===== config.mk =====
export PLATFORM = sky130hd
export DESIGN_NAME = sram16_ctrl
export DESIGN_NICKNAME = d
export VERILOG_FILES = /design/src/rtl/sram16_pkg.sv /design/src/rtl/sram16_ctrl_wait_timer.sv /design/src/rtl/sram16_ctrl.sv
export SDC_FILE = /design/constraint.sdc
export NUM_CORES = 1
export LEC_CHECK = 0
export CAP_MARGIN = 15
export CORE_ASPECT_RATIO = 0.8
export CORE_MARGIN = 2
export CORE_UTILIZATION = 38
export CTS_CLUSTER_SIZE = 24
export DETAILED_ROUTE_END_ITERATION = 10
export DONT_BUFFER_PORTS = 1
export REMOVE_ABC_BUFFERS = 1
export SLEW_MARGIN = 25
export SYNTH_ARGS = -nofsm -noshare
export SYNTH_HDL_FRONTEND = slang
export SYNTH_SLANG_ARGS = --single-unit

===== constraint.sdc =====
create_clock -name clk_i -period 2 [get_ports clk_i]
set_input_delay 0.4 -clock clk_i [delete_from_list [all_inputs] [get_ports clk_i]]
set_output_delay 0.4 -clock clk_i [all_outputs]
set_load 0.005 [all_outputs]

===== src/rtl/sram16_pkg.sv =====
// Shared types and helpers for the 16-bit asynchronous SRAM terminator:
// FSM states, byte-lane encoding, strobe bundle and data steering functions.
package sram16_pkg;

  typedef enum logic [2:0] {
    ST_IDLE  = 3'd0,
    ST_RD    = 3'd1,
    ST_RACK  = 3'd2,
    ST_WR    = 3'd3,
    ST_WHOLD = 3'd4
  } state_e;

  // Active-high lane mask: bit 1 = upper byte D[15:8], bit 0 = lower byte D[7:0].
  typedef enum logic [1:0] {
    LANE_NONE = 2'b00,
    LANE_LO   = 2'b01,
    LANE_HI   = 2'b10,
    LANE_BOTH = 2'b11
  } lane_e;

  // All SRAM control strobes, active low.
  typedef struct packed {
    logic ce_n;
    logic oe_n;
    logic we_n;
    logic ub_n;
    logic lb_n;
  } strobe_t;

  localparam strobe_t SRAM_IDLE = '{ce_n: 1'b1, oe_n: 1'b1, we_n: 1'b1,
                                    ub_n: 1'b1, lb_n: 1'b1};

  // Halfwords use both lanes; bytes pick the lane from the address LSB.
  function automatic lane_e lane_sel(input logic siz, input logic a0);
    if (siz)     return LANE_BOTH;
    else if (a0) return LANE_HI;
    else         return LANE_LO;
  endfunction

  // Strobes for an active access. oe_n and we_n are derived from the same
  // direction bit with opposite polarity, so they can never both be low.
  function automatic strobe_t active_strobes(input logic we, input lane_e lane);
    strobe_t s;
    s.ce_n = 1'b0;
    s.oe_n = we;
    s.we_n = ~we;
    s.ub_n = ~lane[1];
    s.lb_n = ~lane[0];
    return s;
  endfunction

  // Byte writes replicate the byte on both lanes; the lane enables pick one.
  function automatic logic [15:0] steer_wr(input logic siz, input logic [15:0] d);
    return siz ? d : {d[7:0], d[7:0]};
  endfunction

  // Byte reads are right-justified and optionally sign-extended.
  function automatic logic [15:0] format_rd(input lane_e lane, input logic sgn,
                                            input logic [15:0] d);
    logic [7:0] b;
    b = (lane == LANE_HI) ? d[15:8] : d[7:0];
    if (lane == LANE_BOTH) return d;
    return {{8{sgn & b[7]}}, b};
  endfunction

endpackage


===== src/rtl/sram16_ctrl_wait_timer.sv =====
// Loadable down-counter with a zero flag, used to time SRAM strobe widths.
module wait_timer #(
  parameter int W = 2
) (
  input  logic         clk_i,
  input  logic         reset_i,
  input  logic         load_i,
  input  logic [W-1:0] load_val_i,
  input  logic         dec_i,
  output logic         zero_o
);

  logic [W-1:0] cnt_d, cnt_q;

  // Load has priority; decrement stops at zero.
  always_comb begin
    cnt_d = cnt_q;
    if (load_i)                      cnt_d = load_val_i;
    else if (dec_i && cnt_q != '0)   cnt_d = cnt_q - 1'b1;
  end

  // Counter register.
  always_ff @(posedge clk_i or negedge reset_i) begin
    if (!reset_i) cnt_q <= '0;
    else          cnt_q <= cnt_d;
  end

  assign zero_o = (cnt_q == '0);

endmodule


===== src/rtl/sram16_ctrl.sv =====
// Bus-slave terminator driving an asynchronous 16-bit SRAM with byte enables.
// Each byte/halfword request becomes one timed SRAM cycle followed by a
// single-cycle acknowledge. All outputs come straight from flops.
module sram16_ctrl
  import sram16_pkg::*;
#(
  parameter int AW      = 19,
  parameter int RD_WAIT = 2,
  parameter int WR_WAIT = 2
) (
  input  logic          clk_i,
  input  logic          reset_i,
  input  logic [63:0]   adr_i,
  input  logic          cyc_i,
  input  logic          stb_i,
  input  logic          we_i,
  input  logic          siz_i,
  input  logic          signed_i,
  input  logic [15:0]   dat_i,
  output logic          ack_o,
  output logic [15:0]   dat_o,
  output logic [AW-1:0] sram_a_o,
  input  logic [15:0]   sram_d_i,
  output logic [15:0]   sram_d_o,
  output logic          sram_d_oe_o,
  output logic          sram_ce_no,
  output logic          sram_oe_no,
  output logic          sram_we_no,
  output logic          sram_lb_no,
  output logic          sram_ub_no
);

  localparam int MAXW = (RD_WAIT > WR_WAIT) ? RD_WAIT : WR_WAIT;
  localparam int CW   = $clog2(MAXW) + 1;
  localparam logic [CW-1:0] RD_LOAD = CW'(RD_WAIT - 1);
  localparam logic [CW-1:0] WR_LOAD = CW'(WR_WAIT - 1);

  state_e        state_d, state_q;
  lane_e         lane_d,  lane_q;
  logic          sgn_d,   sgn_q;
  logic          ack_d,   ack_q;
  logic [15:0]   dat_d,   dat_q;
  logic [AW-1:0] a_d,     a_q;
  logic [15:0]   wd_d,    wd_q;
  logic          doe_d,   doe_q;
  strobe_t       stb_d,   stb_q;

  logic          tmr_load;
  logic [CW-1:0] tmr_val;
  logic          tmr_dec;
  logic          tmr_zero;

  // Address bits above the SRAM size are don't-care.
  logic unused_adr;
  assign unused_adr = ^adr_i[63:AW+1];

  wait_timer #(.W(CW)) u_timer (
    .clk_i      (clk_i),
    .reset_i    (reset_i),
    .load_i     (tmr_load),
    .load_val_i (tmr_val),
    .dec_i      (tmr_dec),
    .zero_o     (tmr_zero)
  );

  // Next-state and next-output logic for the transfer sequencer.
  always_comb begin
    state_d  = state_q;
    lane_d   = lane_q;
    sgn_d    = sgn_q;
    ack_d    = 1'b0;
    dat_d    = dat_q;
    a_d      = a_q;
    wd_d     = wd_q;
    doe_d    = doe_q;
    stb_d    = stb_q;
    tmr_load = 1'b0;
    tmr_val  = '0;
    tmr_dec  = 1'b0;

    unique case (state_q)
      ST_IDLE: begin
        if (cyc_i && stb_i) begin
          a_d      = adr_i[AW:1];
          lane_d   = lane_sel(siz_i, adr_i[0]);
          sgn_d    = signed_i;
          tmr_load = 1'b1;
          stb_d    = active_strobes(we_i, lane_sel(siz_i, adr_i[0]));
          if (we_i) begin
            state_d = ST_WR;
            tmr_val = WR_LOAD;
            wd_d    = steer_wr(siz_i, dat_i);
            doe_d   = 1'b1;
          end else begin
            state_d = ST_RD;
            tmr_val = RD_LOAD;
            doe_d   = 1'b0;
          end
        end
      end

      ST_RD: begin
        // Abort wins over completion: no capture, no ack.
        if (!cyc_i) begin
          state_d = ST_IDLE;
          stb_d   = SRAM_IDLE;
        end else if (tmr_zero) begin
          state_d = ST_RACK;
          stb_d   = SRAM_IDLE;
          dat_d   = format_rd(lane_q, sgn_q, sram_d_i);
          ack_d   = 1'b1;
        end else begin
          tmr_dec = 1'b1;
        end
      end

      ST_RACK: begin
        state_d = ST_IDLE;
      end

      ST_WR: begin
        if (!cyc_i) begin
          state_d = ST_IDLE;
          stb_d   = SRAM_IDLE;
          doe_d   = 1'b0;
        end else if (tmr_zero) begin
          // Release we/ce but keep driving data for one hold cycle.
          state_d = ST_WHOLD;
          stb_d   = SRAM_IDLE;
          ack_d   = 1'b1;
        end else begin
          tmr_dec = 1'b1;
        end
      end

      ST_WHOLD: begin
        state_d = ST_IDLE;
        doe_d   = 1'b0;
      end

      default: begin
        state_d = ST_IDLE;
        stb_d   = SRAM_IDLE;
        doe_d   = 1'b0;
      end
    endcase
  end

  // State and registered outputs; reset releases every strobe at once.
  always_ff @(posedge clk_i or negedge reset_i) begin
    if (!reset_i) begin
      state_q <= ST_IDLE;
      lane_q  <= LANE_NONE;
      sgn_q   <= 1'b0;
      ack_q   <= 1'b0;
      dat_q   <= '0;
      a_q     <= '0;
      wd_q    <= '0;
      doe_q   <= 1'b0;
      stb_q   <= SRAM_IDLE;
    end else begin
      state_q <= state_d;
      lane_q  <= lane_d;
      sgn_q   <= sgn_d;
      ack_q   <= ack_d;
      dat_q   <= dat_d;
      a_q     <= a_d;
      wd_q    <= wd_d;
      doe_q   <= doe_d;
      stb_q   <= stb_d;
    end
  end

  assign ack_o       = ack_q;
  assign dat_o       = dat_q;
  assign sram_a_o    = a_q;
  assign sram_d_o    = wd_q;
  assign sram_d_oe_o = doe_q;
  assign sram_ce_no  = stb_q.ce_n;
  assign sram_oe_no  = stb_q.oe_n;
  assign sram_we_no  = stb_q.we_n;
  assign sram_lb_no  = stb_q.lb_n;
  assign sram_ub_no  = stb_q.ub_n;

endmodule


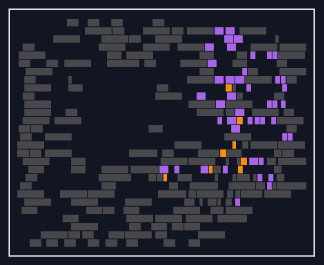
Run 1: selected gate families
Scale: 3 px per µm.
Key: NOR gates = orange [cells 8, most used nor2_1, where east]; inverting AOI/OAI gates = purple [cells 44, most used o21ai_0]

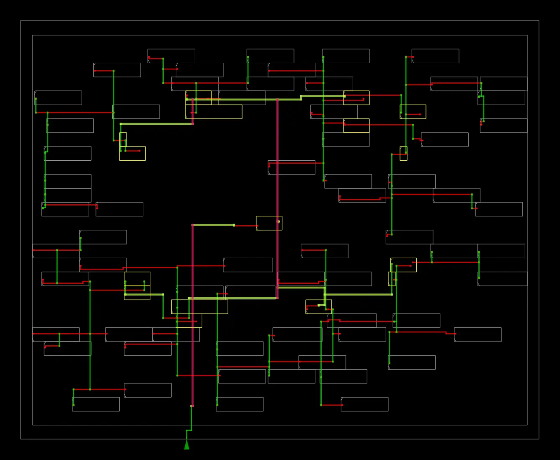
Run 1: clock routing
cts bufs inserted: 9
CTS sink cnt: 66

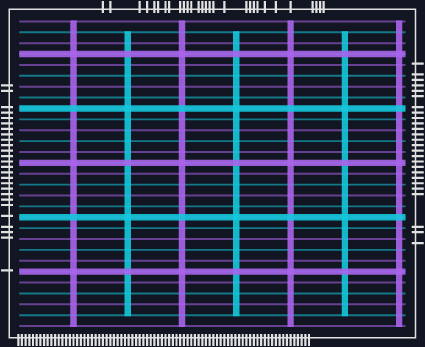
Run 1: PDN straps and rails
Scale: 4 px per µm. Pins as bars on the die edge.
Key: VDD = cyan; VSS = purple
161 signal pins sit on the boundary. The core has 28 rows. 5 straps on met5. 29 met1 rails follow the rows. 7 straps on met4.

==> reports/qor.yml, run 1 <==
slew_headroom_pct: 62.83
first_pass_iters: 4
cp_top_family: "simple AND/OR/NAND/NOR gates"
ys_seq_share_pct: 57.76
rows: 28
post_cts_resized: 0
num-fill-cells: 691
first_global_vias: 1712
slowest_delay_ps: 440
io_pins: 161
dieHeight_um: 81.74
worst_slew_pin_slew_ps: 553.9
top_cell: "dfrtp_1"
clkLatencyLatePin_ps: 340
wl_met1_um: 2630
initCoreUtil_pct: 39.01
drive_above_1_share_pct: 33.33
grtUsageMet3_pct: 6.809
cts_setup_buffers: 0
clk_pin_slew_ps: 70
fin_crit_ps: 1628
tapCellCount: 90
via_count: 1719
most-common-layout-cells: "dfrtp_1 (61), mux2_2 (37), o21ai_0 (22), clkbuf_8 (11), a2bb2oi_1 (9)"
regArea_um2: 1658
synth_warnings: 0
cellLeakagePower_nw: 1.398
setup_viol: 0
clockNetworkAreaShare_pct: 6.899
area_growth_pct: 12.47
ys_async_sr_fraction_pct: 100.0
globalRoute.busiestLayer: "met2"
dpl.cell_count: 291
cts_root_buf: "clkbuf_8"
drtAntennaViolNets: 0
inverters_excl_clock: 6
wl_met2_um: 2710
syn_area_um2: 2870
pre_cts_ws_ps: 374.7
fin_cells: 309
grt_pass1_wl_um: 8997
synthTopCellsByArea: "dfrtp_1 (53%), mux2_2 (15%), dfstp_2 (4.6%), mux2_4 (4.2%), o21ai_0 (3.8%)"
layout_top_cell: "dfrtp_1"
crit_arrival_ps: 1850
ir_drop_mv: 0.5632
cp-end-kind: "flip-flop"
ys_cells: 208
drt-total-wl_um: 5918
highest_layer: "met4"
synthCells: 208
die_x_um: 101.2
rsz0062_at_grt: "no"
dp_hpwl_um: 4015
timing.fmax_mhz: 614.1
design.seq.count: 66
finalMaxSlewViolations: 0
pwr_density_cell_nw_per_um2: 1449
worst_slack_ps: 371.6
max_cap_violations: 0
fin_area_um2: 3228
gr-total-overflow: 0
utilization_pct: 43.88
top_area_share_pct: 53.18
n_all_buffers: 6
cp.required_ps: 2220
coreArea_um2: 7357
seq_area_share_pct: 51.36
buffer_area_share_pct: 2.481
placed_cell_area_um2: 2968
comb-cell-share_pct: 35.08
largest_class: "sequential cells"
warning_count: 69
skew_ps: 16.57
clock_path_buffers: 2
portBuffers: 0
status: "complete, no violations"
tritoncts: "done"
[run 1: report_power, final]
| group | internal, mW | switching, mW | total (mW) |
|---|---|---|---|
| Combinational | 0.590 | 0.377 | 0.968 |
| Sequential | 1.95 | 0.504 | 2.45 |
| Clock | 0.773 | 0.488 | 1.26 |
| Total | 3.31 | 1.37 | 4.68 |
[run 1: registers in the layout, summed over array words and instances (netlist names)]
name / count
sram_ub_no: 1
sram_a_o: 19
lane_q: 2
sram_we_no: 1
u_timer.cnt_q: 2
ack_o: 1
sram_ce_no: 1
sram_lb_no: 1
sram_d_oe_o: 1
sgn_q: 1
dat_o: 16
state_q: 3
sram_d_o: 16
sram_oe_no: 1
[run 1: final timing paths]
check                      cells after the start                       end  slack (ps)                      from
max                                            3  sram_d_o[14]$_DFFE_PN0P_         370    state_q[0]$_DFFE_PN0P_
min                                            1  sram_a_o[16]$_DFFE_PN0P_         190                 adr_i[17]
max reg2reg                                    3  sram_d_o[14]$_DFFE_PN0P_         370    state_q[0]$_DFFE_PN0P_
min reg2reg                                    1  sram_a_o[16]$_DFFE_PN0P_         530  sram_a_o[16]$_DFFE_PN0P_
max in group asynchronous                      2    sram_oe_no$_DFFE_PN1P_        1060                   reset_i
min in group asynchronous                      2   sram_d_o[0]$_DFFE_PN0P_         590                   reset_i
[run 1: cells by family after synthesis]
family	Yosys count	share of synthesized area, %
AOI/OAI and AO/OA	47	10.94
and+or+nand+nor	23	6.234
adders and majority gates	1	0.4359
buffers and inverters	17	2.789
xor gates and xnor gates	1	0.3052
DFF	66	57.76
muxes	53	21.53
[run 1: timing repair]
action                                  CTS  global route
endpoints found under the hold margin    66             0
endpoints found under the setup margin    0             0
hold buffers                              2             0
Run 1, clock network drawn from the DEF:
Scale: 3 px per µm.
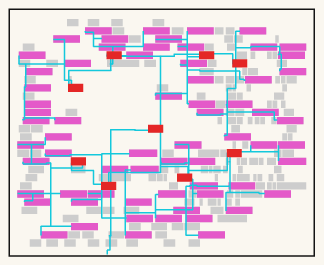

==> run 1 -> run 2 <==
- clock period: 2 -> 1.4 ns (I/O delays scaled with it)
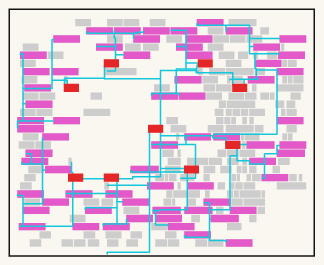
Run 2: clock network drawn from the DEF
Scale: 3 px per µm.
Key: clock drivers = red [count 9]; clock wires = cyan [length 876 µm]; flip-flops = magenta [count 66]
Position of the flops: all over the die.

==> reports/qor.yml, run 2 <==
cp-end-kind: "flip-flop"
rsz0062_at_grt: "yes"
warning_count: 73
die_x_um: 101.2
combPwrFrac_pct: 29.9
synthTopCellsByArea: "dfrtp_1 (53%), mux2_2 (15%), dfstp_2 (4.6%), mux2_4 (4.2%), o21ai_0 (3.8%)"
dpl.cell_count: 305
gr-total-overflow: 0
post_cts_resized: 21
crit_arrival_ps: 1750
ys_async_sr_fraction_pct: 100.0
drtAntennaViolNets: 0
coreArea_um2: 7357
synth_warnings: 0
dieHeight_um: 81.74
clock_path_buffers: 2
wl_per_cell_um: 19.53
die_area_um2: 8269
yosys_area_um2: 2870
grt_max_degree: 67
tritoncts: "done"
max_cap_violations: 0
power_frac_clock_pct: 21.6
dp_hpwl_um: 4154
vias_per_cell: 5.467
fin_cells: 330
drive_above_1_share_pct: 53.33
timing.fmax_mhz: 650.5
antenna_found_initial: 0
p_int_mw: 5.024
initCoreUtil_pct: 39.01
status: "complete, but fails checks"
nets: 339
ys_seq_share_pct: 57.76
area_growth_pct: 30.17
grt_pass1_wl_um: 9266
top_cell: "dfrtp_1"
ir_drop_mv: 0.7413
clock_sinks: 66
edf_count: 0
r2r-end: "sram_d_o[11]$_DFFE_PN0P_"
cp.required_ps: 1610
via_count: 1804
cellLeakagePower_nw: 1.650
drc: 0
top_area_share_pct: 53.18
diodes: 0
whs_ps: -372.9
seqPwrFrac_pct: 48.5
finalPower_mw: 7.250
worst_slack_ps: -137.3
numSynthFlops: 66
utilization_pct: 50.78
rows: 28
layout_top_cell: "dfrtp_1"
setup_viol: 49
cts_setup_buffers: 2
finalHoldViolCount: 66
largest_register_ffs: 19
gp_congestion: 0.7189
portBuffers: 0
hp-class: "input pin to asynchronous set/reset pin"
ff_type: "dfrtp_1"
p_sw_share_pct: 30.70
ys_types: 37
violations: "hold timing, setup timing"
htreeDepth: 3
synthCells: 208
cp-startpoint: "state_q[1]$_DFFE_PN0P_"
track_usage_pct: 15.07
first_global_vias: 1798
clkLatencyLatePin_ps: 340
crit_path_max_fanout: 18
drt_iter0_drc: 50
cts_buffers: 9
netlist_top_cells_count: "dfrtp_1 (61), mux2_2 (37), o21ai_0 (22), a2bb2oi_1 (9)"
rr_worst_depth: 5
p_sw_mw: 2.225
slew_headroom_pct: 83.74
drt-total-wl_um: 6445
rrSetupSlack_ps: -140
crit_type: "flip-flop to flip-flop"
r2r_start: "state_q[1]$_DFFE_PN0P_"
most-common-layout-cells: "dfrtp_1 (60), mux2_4 (29), mux2_2 (17), o21ai_1 (11), buf_4 (11)"
io_pins: 161
synth.avg_cell_area_um2: 13.80
yosysTopAreaCell: "dfrtp_1"
first_pass_iters: 4
ys_cells: 208
pwr_density_cell_nw_per_um2: 1940
period_used_pct: 109.8
clk_pin_slew_ps: 80
cts_root_buf: "clkbuf_8"
syn_area_um2: 2870
critical_path.startpoint_type: "flip-flop"
pre_cts_ws_ps: -121.9
worst_slew_pin_slew_ps: 243.9
finalMaxSlewViolations: 0
crit_path_end: "sram_d_o[11]$_DFFE_PN0P_"
fin_crit_ps: 1537
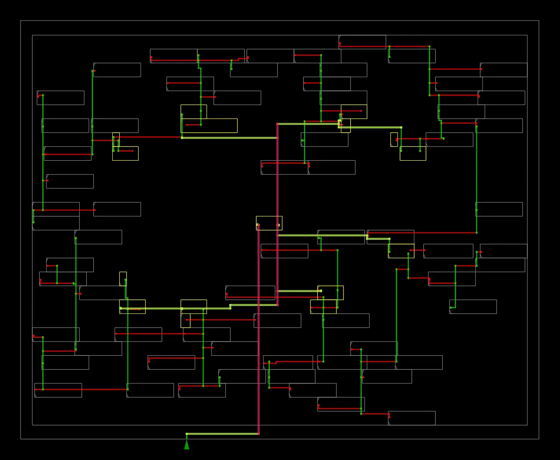
Run 2: clock routing
clock-net power: 1.57 mW
Setup Skew: 19.06 ps
Clock Buffer Count: 13

==> run 2: worst max-delay path, cell delays in order (launching register included) <==
cell	delay, ps
dfrtp_1	380
nand4bb_4	260
buf_6	160
nand3b_4	150
buf_12	160
mux2_4	300
==> run 2: cell families after synthesis <==
group | share of synthesized area, %
multiplexers | 21.53
AND/OR/NAND/NOR | 6.234
XOR/XNOR | 0.3052
flip-flops | 57.76
adder cells (fa/ha/maj) | 0.4359
AND-OR/OR-AND | 10.94
buffers and inverters | 2.789
==> run 2: through the flow <==
| step | hold WS, ps | instance area [µm²] | TNS [ps] |
|---|---|---|---|
| global placement | -14.39 | 3085 | -3578 |
| detailed placement | -14.11 | 3085 | -3840 |
| finish | -372.9 | 3736 | -3422 |
| CTS | -400.8 | 3395 | -4547 |
| floorplan | -15.59 | 2813 | -20000 |
| global route | -413.6 | 3736 | -7190 |
==> run 2: power by group through the flow <==
stage	clock network [mW]	registers, mW	logic (mW)
6_report	1.57	3.51	2.17
3_5_place_dp	0	3.49	1.53
2_1_floorplan	0	3.32	1.11
3_3_place_gp	0	3.49	1.48
5_1_grt	1.71	3.63	2.33
4_1_cts	1.62	3.47	1.73
==> run 2: final cells by class <==
class                           instances  area [µm²]
Inverter                                6       22.52
Fill cell                             636        3621
Clock buffer                           13       148.9
Clock inverter                          3       40.04
Timing Repair Buffer                   27       315.3
Multi-Input combinational cell        125        1438
Sequential cell                        66        1659
Tap cell                               90       112.6
==> run 2: routing by layer <==
layer	track usage [%]	up-vias	routed length (µm)
met5	0	-	0
met4	5.946	0	84
met3	6.468	10	424
met2	21.19	67	2973
met1	20.48	902	2962
li1	-	825	-
==> run 2 -> run 3 <==
--- a/config.mk
+++ b/config.mk
@@ -10,5 +10,4 @@
 export CORE_MARGIN = 2
 export CORE_UTILIZATION = 38
-export CTS_CLUSTER_SIZE = 24
 export DETAILED_ROUTE_END_ITERATION = 10
 export DONT_BUFFER_PORTS = 1
==> constraint.sdc (replaced) <==
create_clock -name clk_i -period 1.4 [get_ports clk_i]
set_input_delay 0.28 -clock clk_i [delete_from_list [all_inputs] [get_ports clk_i]]
set_output_delay 0.28 -clock clk_i [all_outputs]
set_load 0.01 [all_outputs]
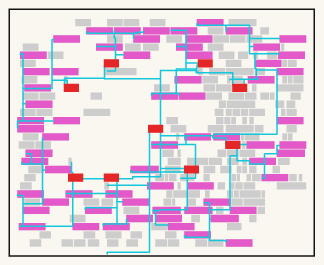
Run 3: clock network drawn from the DEF
Scale: 3 px per µm.
Key: flip-flops = magenta [count 66]; clock drivers = red [count 9]; clock wires = cyan [length 876 µm]
There are 10 routed clock nets.

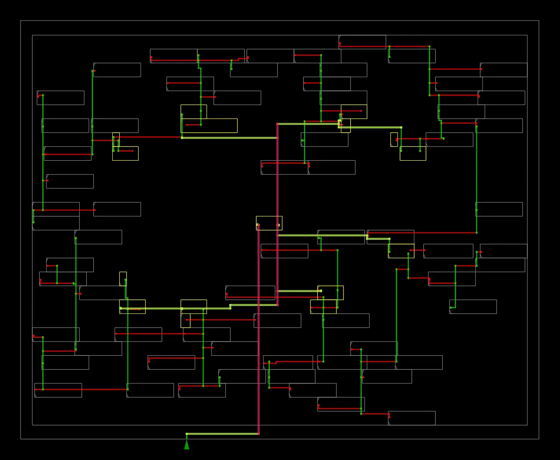
Run 3: clock routing
Seq cells: 66
Clock Latency Late Sink: 340 ps

==> reports/qor.yml, run 3 <==
finalMaxSlewViolations: 0
cellLeakagePower_nw: 1.650
num-fill-cells: 636
portBuffers: 0
violations: "hold timing, setup timing"
synth_warnings: 0
track_usage_pct: 15.07
edf_count: 0
cp-end-kind: "flip-flop"
setup_viol: 49
worst_slew_pin_slew_ps: 243.9
synth.cellmix.simpleShare_pct: 6.234
finalHoldViolCount: 66
combPwrFrac_pct: 28.7
fin_crit_ps: 1537
gr-total-overflow: 0
drive_above_1_share_pct: 53.33
rrSetupSlack_ps: -140
p_clk_mw: 1.57
cp_slowest_cell: "dfrtp_1"
synth.avg_cell_area_um2: 13.80
yosysTopAreaCell: "dfrtp_1"
maxPowerGroup: "registers"
status: "complete, but fails checks"
cp_top_family: "simple AND/OR/NAND/NOR gates"
yosys_area_um2: 2870
slowest_delay_ps: 380
worst_slack_ps: -137.3
p_seq_mw: 3.80
rows: 28
max_cap_violations: 0
area_growth_pct: 30.17
skew_ps: 19.06
grt_max_degree: 67
clk_pin_slew_ps: 80
whs_ps: -372.9
r2r-end: "sram_d_o[11]$_DFFE_PN0P_"
synthTopCellsByArea: "dfrtp_1 (53%), mux2_2 (15%), dfstp_2 (4.6%), mux2_4 (4.2%), o21ai_0 (3.8%)"
drtAntennaViolNets: 0
cp.required_ps: 1610
logic_family: "multiplexers"
ys_async_sr_fraction_pct: 100.0
hp-class: "input pin to asynchronous set/reset pin"
via_count: 1804
vias_per_cell: 5.467
clock_sinks: 66
globalRoute.busiestLayer: "met2"
dieHeight_um: 81.74
ys_seq_share_pct: 57.76
die_area_um2: 8269
drt-total-wl_um: 6445
use_met1_pct: 20.48
ys_types: 37
ir_drop_mv: 0.7953
p_int_mw: 5.021
cp_num_buf_inv: 2
nets: 339
utilization_pct: 50.78
fin_cells: 330
grtUsageMet3_pct: 6.468
ff_type: "dfrtp_1"
dp_hpwl_um: 4154
top_area_share_pct: 53.18
timing.fmax_mhz: 650.5
cp_cell_sequence: "nand4bb_4, buf_6, nand3b_4, buf_12, mux2_4"
clock_path_buffers: 2
wl_met3_um: 424
adder_share_pct: 0.4359
comb_area_um2: 1438
seqPwrFrac_pct: 50.5
first_pass_iters: 4
most-common-layout-cells: "dfrtp_1 (60), mux2_4 (29), mux2_2 (17), o21ai_1 (11), buf_4 (11)"
coreArea_um2: 7357
wl_met1_um: 2962
drc: 0
period_used_pct: 109.8
==> run 3: cell counts in the layout (fill, tap and decap cells not counted) <==
No cell type changed its count.
==> run 3: worst max path at each step <==
stage	startpoint	endpoint	slack [ps]	cells after the start
floorplan	state_q[1]$_DFFE_PN0P_	sgn_q$_DFFE_PN0P_	-570	3
detailed placement	state_q[0]$_DFFE_PN0P_	sram_a_o[8]$_DFFE_PN0P_	-120	4
CTS	state_q[1]$_DFFE_PN0P_	sram_d_o[11]$_DFFE_PN0P_	-140	5
finish	state_q[1]$_DFFE_PN0P_	sram_d_o[11]$_DFFE_PN0P_	-140	5
global placement	state_q[0]$_DFFE_PN0P_	sram_a_o[11]$_DFFE_PN0P_	-120	4
global route	state_q[1]$_DFFE_PN0P_	sram_d_o[11]$_DFFE_PN0P_	-190	5
==> run 3: area by class of cell <==
cell class / count / share of cell area (%)
flip-flops and latches: 66 / 44.41
clock inverters: 3 / 1.072
inverters: 6 / 0.6028
multi-input cells: 125 / 38.48
clock buffers: 13 / 3.985
repair buffers: 27 / 8.439
well taps: 90 / 3.014
==> run 3: repair_timing <==
item	in CTS	in global routing
cloned	1	3
pin swaps	2	12
setup endpoints to repair	56	61
buffers inserted	2	3
hold endpoints to repair	66	66
gates resized	21	74
==> run 3: per-stage QoR <==
stage          cell area (µm²)  setup slack, ps  total power, mW  setup TNS (ps)
6_report                  3736           -137.3            7.537           -3422
3_5_place_dp              3085           -121.9            5.309           -3840
5_1_grt                   3736           -187.7            7.959           -7190
3_3_place_gp              3085           -115.4            5.251           -3578
4_1_cts                   3395           -136.9            7.112           -4547
2_1_floorplan             2813           -567.1            4.729          -20000
No activity file was given, so power comes from the tool's default toggle rates.
